$ cat config.mk
export PLATFORM = sky130hd
export DESIGN_NAME = sr_ff_bank_flat
export DESIGN_NICKNAME = d
export VERILOG_FILES = /design/src/rtl/sr_ff_bank_if.sv /design/src/rtl/sr_ff_bank.sv /design/src/flat_wrapper.sv
export SDC_FILE = /design/constraint.sdc
export NUM_CORES = 1
export LEC_CHECK = 0
export CORE_MARGIN = 4
export CORE_UTILIZATION = 37
export DETAILED_ROUTE_END_ITERATION = 10
export PLACE_DENSITY = 0.78
export SYNTH_ARGS = -nofsm -noshare
export SYNTH_HDL_FRONTEND = slang
export SYNTH_SLANG_ARGS = --single-unit
$ cat constraint.sdc
create_clock -name clk -period 1.1 [get_ports clk]
set_clock_uncertainty 0.15 [all_clocks]
set_input_delay 0.11 -clock clk [delete_from_list [all_inputs] [get_ports clk]]
set_output_delay 0.11 -clock clk [all_outputs]
set_load 0.005 [all_outputs]
$ cat src/rtl/sr_ff_bank_if.sv
// sr_ff_bank_if: bundles the set/reset inputs and flag/state outputs of sr_ff_bank
//   en, S, R, clr_illegal : driven by the master (event sources)
//   Q, Q_bar, illegal, illegal_cnt : driven by the slave (the flip-flop bank)
interface sr_ff_bank_if #(
    parameter int N     = 4,
    parameter int CNT_W = 8
);
    logic             en;
    logic             clr_illegal;
    logic [N-1:0]     S;
    logic [N-1:0]     R;
    logic [N-1:0]     Q;
    logic [N-1:0]     Q_bar;
    logic [N-1:0]     illegal;
    logic [CNT_W-1:0] illegal_cnt;

    modport master (output en, S, R, clr_illegal, input Q, Q_bar, illegal, illegal_cnt);
    modport slave  (input en, S, R, clr_illegal, output Q, Q_bar, illegal, illegal_cnt);
endinterface

$ cat src/rtl/sr_ff_bank.sv
// sr_ff_bank: bank of N clocked SR flip-flops with compile-time S=R=1 resolution
//   clk, rst          : rising-edge clock, synchronous active-high reset
//   bus.en            : global update enable
//   bus.S / bus.R     : per-channel set / reset
//   bus.clr_illegal   : clears sticky illegal flags and counter
//   bus.Q / bus.Q_bar : channel state and its complement
//   bus.illegal       : sticky per-channel S=R=1 flag
//   bus.illegal_cnt   : saturating count of cycles with any S=R=1
//                       (built only when SR_FF_BANK_ILLEGAL_CNT_EN is defined, else 0)
//   MODE: 0 hold, 1 set-dominant, 2 reset-dominant, 3 toggle
module sr_ff_bank #(
    parameter int           N         = 4,
    parameter int           MODE      = 0,
    parameter logic [N-1:0] RESET_VAL = {N{1'b0}},
    parameter int           CNT_W     = 8
) (
    input logic         clk,
    input logic         rst,
    sr_ff_bank_if.slave bus
);
    typedef enum logic {LO = 1'b0, HI = 1'b1} state_t;

    if (MODE < 0 || MODE > 3) begin : g_bad_mode
        $error("sr_ff_bank: MODE must be 0..3");
    end
    if (N < 1 || N > 32) begin : g_bad_n
        $error("sr_ff_bank: N must be 1..32");
    end

    logic [N-1:0] ill_ev;
    logic [N-1:0] illegal;

    assign ill_ev = bus.en ? (bus.S & bus.R) : '0;

    for (genvar i = 0; i < N; i++) begin : g_ch
        state_t state, nxt;
        always_ff @(posedge clk) begin
            state <= rst ? (RESET_VAL[i] ? HI : LO) : nxt;
        end
        always_comb begin
            nxt = state;
            if (bus.en) begin
                case ({bus.S[i], bus.R[i]})
                    2'b10:   nxt = HI;
                    2'b01:   nxt = LO;
                    2'b11:   nxt = (MODE == 1) ? HI :
                                   (MODE == 2) ? LO :
                                   (MODE == 3) ? ((state == HI) ? LO : HI) : state;
                    default: nxt = state;
                endcase
            end
        end
        assign bus.Q[i] = (state == HI);
    end

    assign bus.Q_bar = ~bus.Q;

    // New events are OR-ed after the clear so a same-cycle set wins.
    always_ff @(posedge clk) begin
        illegal <= rst ? '0 : ((bus.clr_illegal ? '0 : illegal) | ill_ev);
    end
    assign bus.illegal = illegal;

`ifdef SR_FF_BANK_ILLEGAL_CNT_EN
    logic [CNT_W-1:0] cnt;
    always_ff @(posedge clk) begin
        if (rst)
            cnt <= '0;
        else if (bus.clr_illegal)
            cnt <= CNT_W'(|ill_ev);
        else if (|ill_ev && !(&cnt))
            cnt <= cnt + CNT_W'(1);
    end
    assign bus.illegal_cnt = cnt;
`else
    assign bus.illegal_cnt = '0;
`endif
endmodule
$ cat src/flat_wrapper.sv
// flat-port wrapper written by rule: the top's interface ports become plain ports
module sr_ff_bank_flat 
#(
    parameter int           N         = 4,
    parameter int           MODE      = 0,
    parameter logic [N-1:0] RESET_VAL = {N{1'b0}},
    parameter int           CNT_W     = 8
)
  (clk, rst, bus_en, bus_S, bus_R, bus_clr_illegal, bus_Q, bus_Q_bar, bus_illegal, bus_illegal_cnt);
  sr_ff_bank_if #(.N(N), .CNT_W(CNT_W)) bus_i ();
  input logic clk;
  input logic rst;
  input wire logic [$bits(bus_i.en)-1:0] bus_en;
  input wire logic [$bits(bus_i.S)-1:0] bus_S;
  input wire logic [$bits(bus_i.R)-1:0] bus_R;
  input wire logic [$bits(bus_i.clr_illegal)-1:0] bus_clr_illegal;
  output wire logic [$bits(bus_i.Q)-1:0] bus_Q;
  output wire logic [$bits(bus_i.Q_bar)-1:0] bus_Q_bar;
  output wire logic [$bits(bus_i.illegal)-1:0] bus_illegal;
  output wire logic [$bits(bus_i.illegal_cnt)-1:0] bus_illegal_cnt;
  assign bus_i.en = bus_en;
  assign bus_i.S = bus_S;
  assign bus_i.R = bus_R;
  assign bus_i.clr_illegal = bus_clr_illegal;
  assign bus_Q = bus_i.Q;
  assign bus_Q_bar = bus_i.Q_bar;
  assign bus_illegal = bus_i.illegal;
  assign bus_illegal_cnt = bus_i.illegal_cnt;
  sr_ff_bank #(.N(N), .MODE(MODE), .RESET_VAL(RESET_VAL), .CNT_W(CNT_W)) u_core (.clk(clk), .rst(rst), .bus(bus_i));
endmodule
==> results.yml, run 1 <==
# flow metrics
final_timing:
  period_used_pct: 96.6
  fmax_ghz: 0.942
  slew_violations: 0
  setup_violations: 0
  hold_violations: 0
critical_path:
  critPathLaunchType: "flip-flop"
  crit_family: "flip-flops"
  crit_chain: "clkdlybuf4s15_1"
  critPathSlowestCell: "dfxtp_2"
  path_class: "flip-flop to primary output"
  end_kind: "primary output"
  worst-path-buf-inv: 1
pwr:
  p_per_area_mw_per_mm2: 936
  ir_worst_vdd_v: 0.000565
routing:
  drt_iter0_drc: 6
  drc: 0
  via_count: 499
synth:
  synth-edff-count: 0
  most_common_cell: "buf_4"
  synth-main-ff-cell: "dfxtp_1"
  ys_warn_count: 0
  synth_cell_types: 13
  avgSynthCellArea_um2: 9.08
  async_flop_share_pct: 0
  synth_area_um2: 572
  post-synth-top-area-fraction_pct: 28.0
  yosysTopAreaCell: "dfxtp_1"
  syn_inst: 63
  netlist_top_cells_count: "12 x buf_4, 8 x dfxtp_1, 8 x ha_1, 8 x inv_1, 6 x nand2b_1"
  ys.flops: 8
global_route:
  grt_pass1_wl_mm: 1.97
  antenna_found_initial: 0
  grt_pass1_vias: 484
  grt_usage_pct: 12.7
  grt-ovfl-total: 0
  grt_max_degree: 9
run_status:
  status: "complete, no violations"
cts:
  postCtsSetupBuffers: 0
  htreeDepth: 1
  clock_latency_ns: 0.26
  path_clk_slew_ns: 0.06
  clock_path_buffers: 2
  cts_root_buf: "clkbuf_4"
  tritoncts: "yes"
layout:
  drive_gt1_share_pct: 35.5
  seq_area_um2: 168
  syn2layout_area_growth_pct: 45.1
die:
  chipHeight_um: 47.3
job:
  maxCapViolCount: 0
  tool_warnings: 31
[run 1: power by group]
part,switching (mW),leakage [nW],internal [mW]
sequential,0.00940,0.0679,0.311
clock,0.117,0.0138,0.126
combinational,0.0899,0.346,0.123
total,0.216,0.428,0.561
[run 1: worst register-to-register path, stage by stage (launching register included)]
cell and delay, ns:
dfxtp_2 0.32, inv_1 0.04, buf_4 0.12, a211oi_2 0.21
[run 1: layer usage]
metal  GRT usage [%]  vias to the layer above  routed length [µm]
li1                -                      241                   -
met4            6.08                        0                  15
met1            13.3                      234                 558
met3            2.30                        2                 133
met5               0                        -                   0
met2            23.8                       22                 686
[run 1: cell families (layout without fill, tap and decap cells)]
kind of cell,count (synthesis),count (layout),share of synthesized area [%]
other,1,8,0.656
adder cells (fa/ha/maj),8,8,17.5
buffers and inverters,22,45,23.6
AND/OR/NAND/NOR,16,16,17.9
flip-flops,8,8,28.0
AND-OR/OR-AND,8,8,12.3
[run 1: path summary, 6_finish.rpt]
kind | from | endpoint | slack [ns] | cells after the start
worst max-delay path | u_core.g_ch[2].state$_SDFFE_PP0P_ | bus_Q[2] | 0.04 | 1
worst min-delay path | bus_en | u_core.g_ch[2].state$_SDFFE_PP0P_ | 0.12 | 3
worst max register to register | u_core.g_ch[0].state$_SDFFE_PP0P_ | u_core.g_ch[0].state$_SDFFE_PP0P_ | 0.17 | 3
worst min register to register | u_core.bus.illegal[0]$_SDFF_PP0_ | u_core.bus.illegal[0]$_SDFF_PP0_ | 0.33 | 2
[run 1: through the flow]
| stage | total power [mW] | hold slack [ns] | cell area, µm² | std cells | worst slack, ns |
|---|---|---|---|---|---|
| after detailed placement | 0.562 | 0.326 | 825 | 105 | -0.472 |
| after global routing | 0.820 | 0.141 | 830 | 108 | 0.00419 |
| after global placement | 0.552 | 0.304 | 825 | 105 | -0.453 |
| final | 0.776 | 0.119 | 830 | 108 | 0.0379 |
| after CTS | 0.774 | 0.243 | 847 | 108 | -0.00272 |
| after floorplan | 0.444 | 0.137 | 598 | 70 | 0.0636 |
[run 1: final cells by class]
| class | instances | share of cell area [%] |
|---|---|---|
| repair buffers | 34 | 33.2 |
| well taps | 15 | 2.26 |
| multi-input cells | 40 | 38.0 |
| inverters | 8 | 3.62 |
| clock buffers | 3 | 2.71 |
| flip-flops and latches | 8 | 20.2 |
[run 1: layout by cell type, fill, tap and decap left out]
master and n:
and3b_1 4, nand2_1 4, dlygate4sd2_1 8, inv_2 2, a211oi_2 4, conb_1 8, clkbuf_2 4, dfxtp_2 6
dfxtp_1 2, a21oi_1 4, ha_4 1, buf_2 2, nand2b_1 6, buf_4 11, inv_1 6, dlymetal6s2s_1 1
clkbuf_4 3, ha_1 7, or2b_1 2, clkdlybuf4s50_1 2, clkdlybuf4s15_1 6
[run 1: what timing repair did]
action | 4_1_cts | 5_1_grt
setup endpoints to repair | 16 | 14
pin swaps | 4 | 1
resized | 33 | 17
hold buffers | 0 | 0
[run 1: sequential cells by signal (all words and copies together) (netlist names)]
signal              flops
u_core.g_ch.state       4
u_core.bus.illegal      4
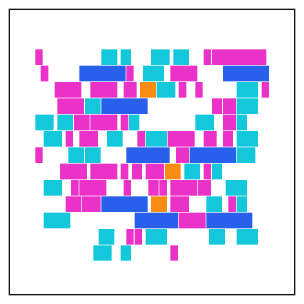
run_1/cell_classes.png
Drawn at 6 px/µm.
Key: cells driving clock nets = orange [cells 3, share of their area 2.8%]; flip-flops = blue [cells 8, share of their area 21%]; other buffers and delay cells = cyan [cells 34, share of their area 34%]; all other logic = magenta [cells 48, share of their area 43%]
Util after Layout: 60.0%
Core Rows: 13
area of the core: 0.00138 mm²
final instance area: 830 µm²

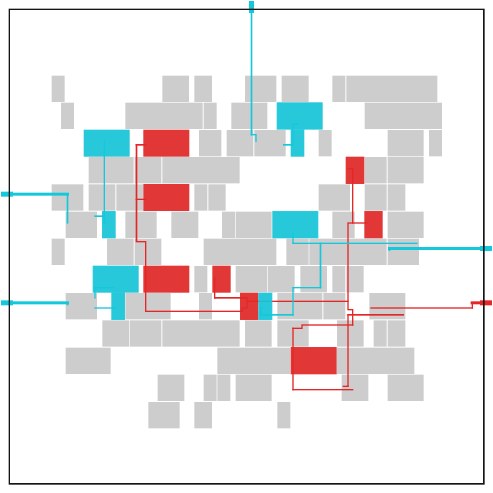
run_1/port_nets.png
Drawn at 10 px/µm.
Key: bus_S = cyan [bits 4, direction input, edge 2 left, 1 right, 1 top, end cells 8, buffers 4, wire 81.1 µm]; rst = red [bits 1, direction input, edge right, end cells 8, buffers 2, wire 108 µm]
input/output buffers: 23
io pins: 32

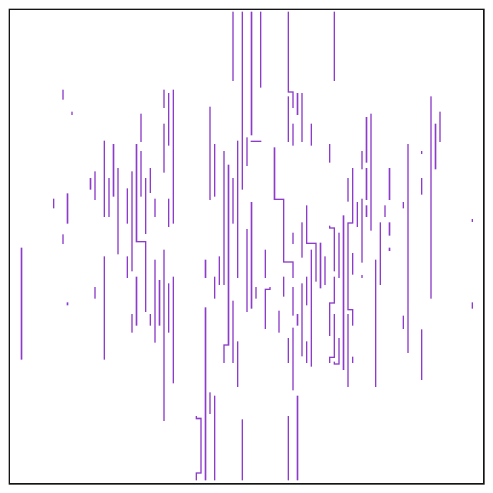
run_1/met2.png
Drawn at 10 px/µm.
99 nets have wire on it. The longest straight run is 20.7 µm. The layer carries 687 µm of wire.

run_1/final_placement.png
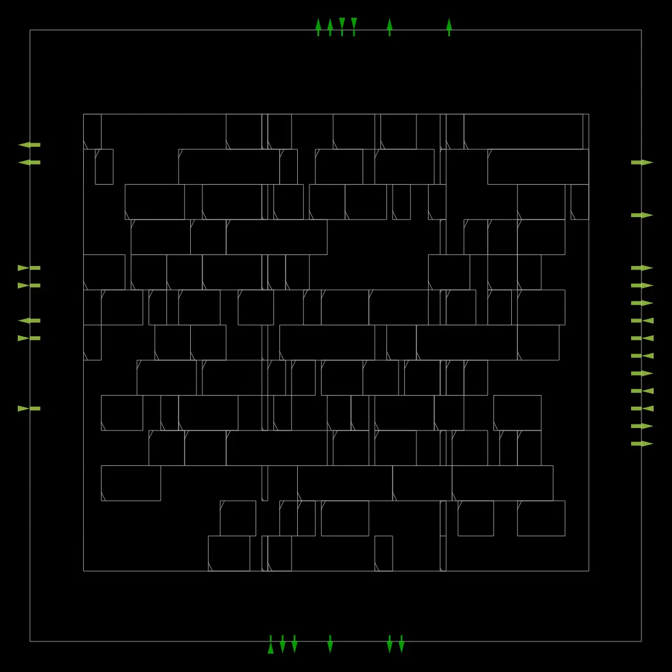

==> run 2: changes to the inputs <==
CAP_MARGIN = 30   (was not set)
CORE_UTILIZATION = 36   (was 37)
PLACE_DENSITY = 0.76   (was 0.78)
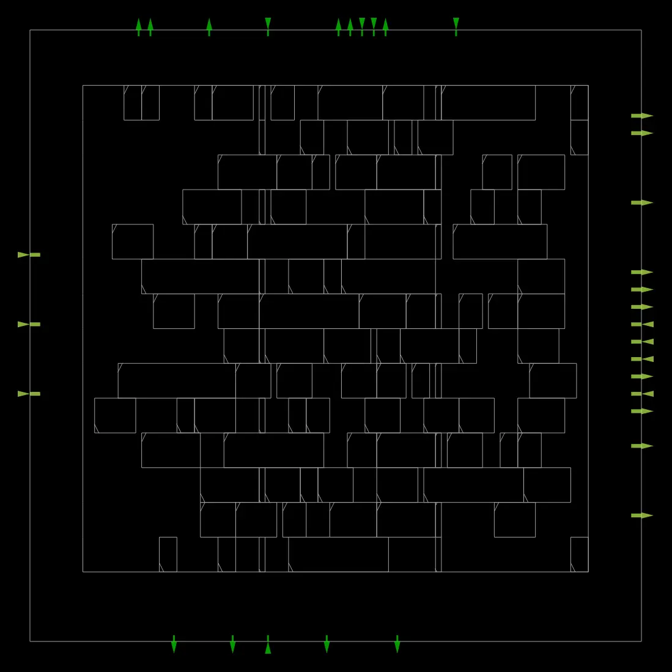
run_2/final_placement.png
TAP cells: 16
flop share of the area: 19.6%
flip-flops: 8

==> results.yml, run 2 <==
# flow metrics
critical_path:
  worst_r2r_endpoint: "u_core.g_ch[3].state$_SDFFE_PP0P_"
  crit_chain: "clkdlybuf4s15_1"
  worst-path-buf-inv: 1
  critPathLaunchType: "flip-flop"
  rrSetupSlack_ns: 0.22
routing:
  drc: 0
  drt_iter0_drc: 1
  via_count: 472
final_timing:
  period_used_pct: 94.9
  worst_slack_ns: 0.0563
  whs_ns: 0.267
job:
  tool_warnings: 30
  maxCapViolCount: 0
synth:
  netlist_top_cells_count: "12 x buf_4, 8 x dfxtp_1, 8 x ha_1, 8 x inv_1, 6 x nand2b_1"
  ys_warn_count: 0
  ys.flops: 8
  syn_inst: 63
  synth-edff-count: 0
  most_common_cell: "buf_4"
  avgSynthCellArea_um2: 9.08
  synth_area_um2: 572
  async_flop_share_pct: 0
cts:
  postCtsHoldBufs: 0
  clock_latency_ns: 0.25
  path_clk_slew_ns: 0.06
  htreeDepth: 1
  cts_root_buf: "clkbuf_4"
  tritoncts: "yes"
pwr:
  ir_worst_vdd_v: 0.000557
  p_per_area_mw_per_mm2: 896
  fin_total_pwr_mw: 0.762
run_status:
  status: "complete, no violations"
layout:
  drive_gt1_share_pct: 34.4
  layout.cells.most_common: "buf_4"
  reg.largest.list: "u_core.bus.illegal (4), u_core.g_ch.state (4)"
global_route:
  grt-ovfl-total: 0
  grt_max_degree: 9
  antenna_found_initial: 0
place:
  place_ws_ns: -0.478
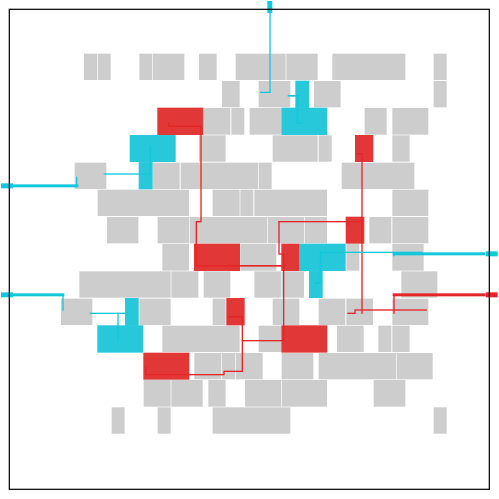
run_2/port_nets.png
Drawn at 10 px/µm.
Key: bus_S = cyan [bits 4, direction input, edge 2 left, 1 right, 1 top, end cells 8, buffers 4, wire 63.2 µm]; rst = red [bits 1, direction input, edge right, end cells 8, buffers 2, wire 105 µm]

[run 2: cell counts after synthesis]
No cell type changed its count.
[run 2: cell type report]
class	count	area, µm²	share of cell area (%)
Clock buffer	3	22.5	2.65
Timing Repair Buffer	34	277	32.5
Sequential cell	8	166	19.6
Tap cell	16	20.0	2.35
Multi-Input combinational cell	40	335	39.4
Inverter	8	30.0	3.53
[run 2: through the flow]
step           setup TNS, ns  instance area (µm²)  std cells
4_1_cts                    0                  853        109
3_5_place_dp           -2.41                  826        106
6_report                   0                  851        109
5_1_grt                    0                  851        109
3_3_place_gp           -2.28                  826        106
2_1_floorplan              0                  598         70
[run 2: how the worst min path moves through the flow]
stage | startpoint | to | cells after the start
floorplan | bus_clr_illegal | u_core.bus.illegal[3]$_SDFF_PP0_ | 2
finish | bus_S[3] | u_core.bus.illegal[3]$_SDFF_PP0_ | 4
detailed placement | u_core.bus.illegal[3]$_SDFF_PP0_ | u_core.bus.illegal[3]$_SDFF_PP0_ | 2
global route | bus_en | u_core.g_ch[1].state$_SDFFE_PP0P_ | 3
global placement | u_core.bus.illegal[3]$_SDFF_PP0_ | u_core.bus.illegal[3]$_SDFF_PP0_ | 2
CTS | bus_en | u_core.g_ch[2].state$_SDFFE_PP0P_ | 3
[run 2: repair_timing]
item,4_1_cts,5_1_grt
setup buffers,0,0
endpoints found under the hold margin,0,0
setup endpoints to repair,16,13
pin swaps,4,1
resized,33,14
[run 2: metal layers]
layer,global-route usage [%],wire (µm),up-vias
li1,-,-,239
met1,11.2,440,212
met2,19.8,607,19
met3,2.63,124,2
met4,6.45,27,0
met5,0,0,-
[run 2: power by group]
part | internal [mW] | switching (mW)
Combinational | 0.127 | 0.0880
Clock | 0.125 | 0.103
Sequential | 0.311 | 0.00841
[run 2: logic make-up after synthesis]
| logic type | Yosys count | share of synthesized area [%] |
|---|---|---|
| adder cells (fa/ha/maj) | 8 | 17.5 |
| AND-OR/OR-AND | 8 | 12.3 |
| AND/OR/NAND/NOR | 16 | 17.9 |
| flip-flops | 8 | 28.0 |
| other | 1 | 0.656 |
| buffers and inverters | 22 | 23.6 |
Power is estimated from default activity; no workload was simulated.
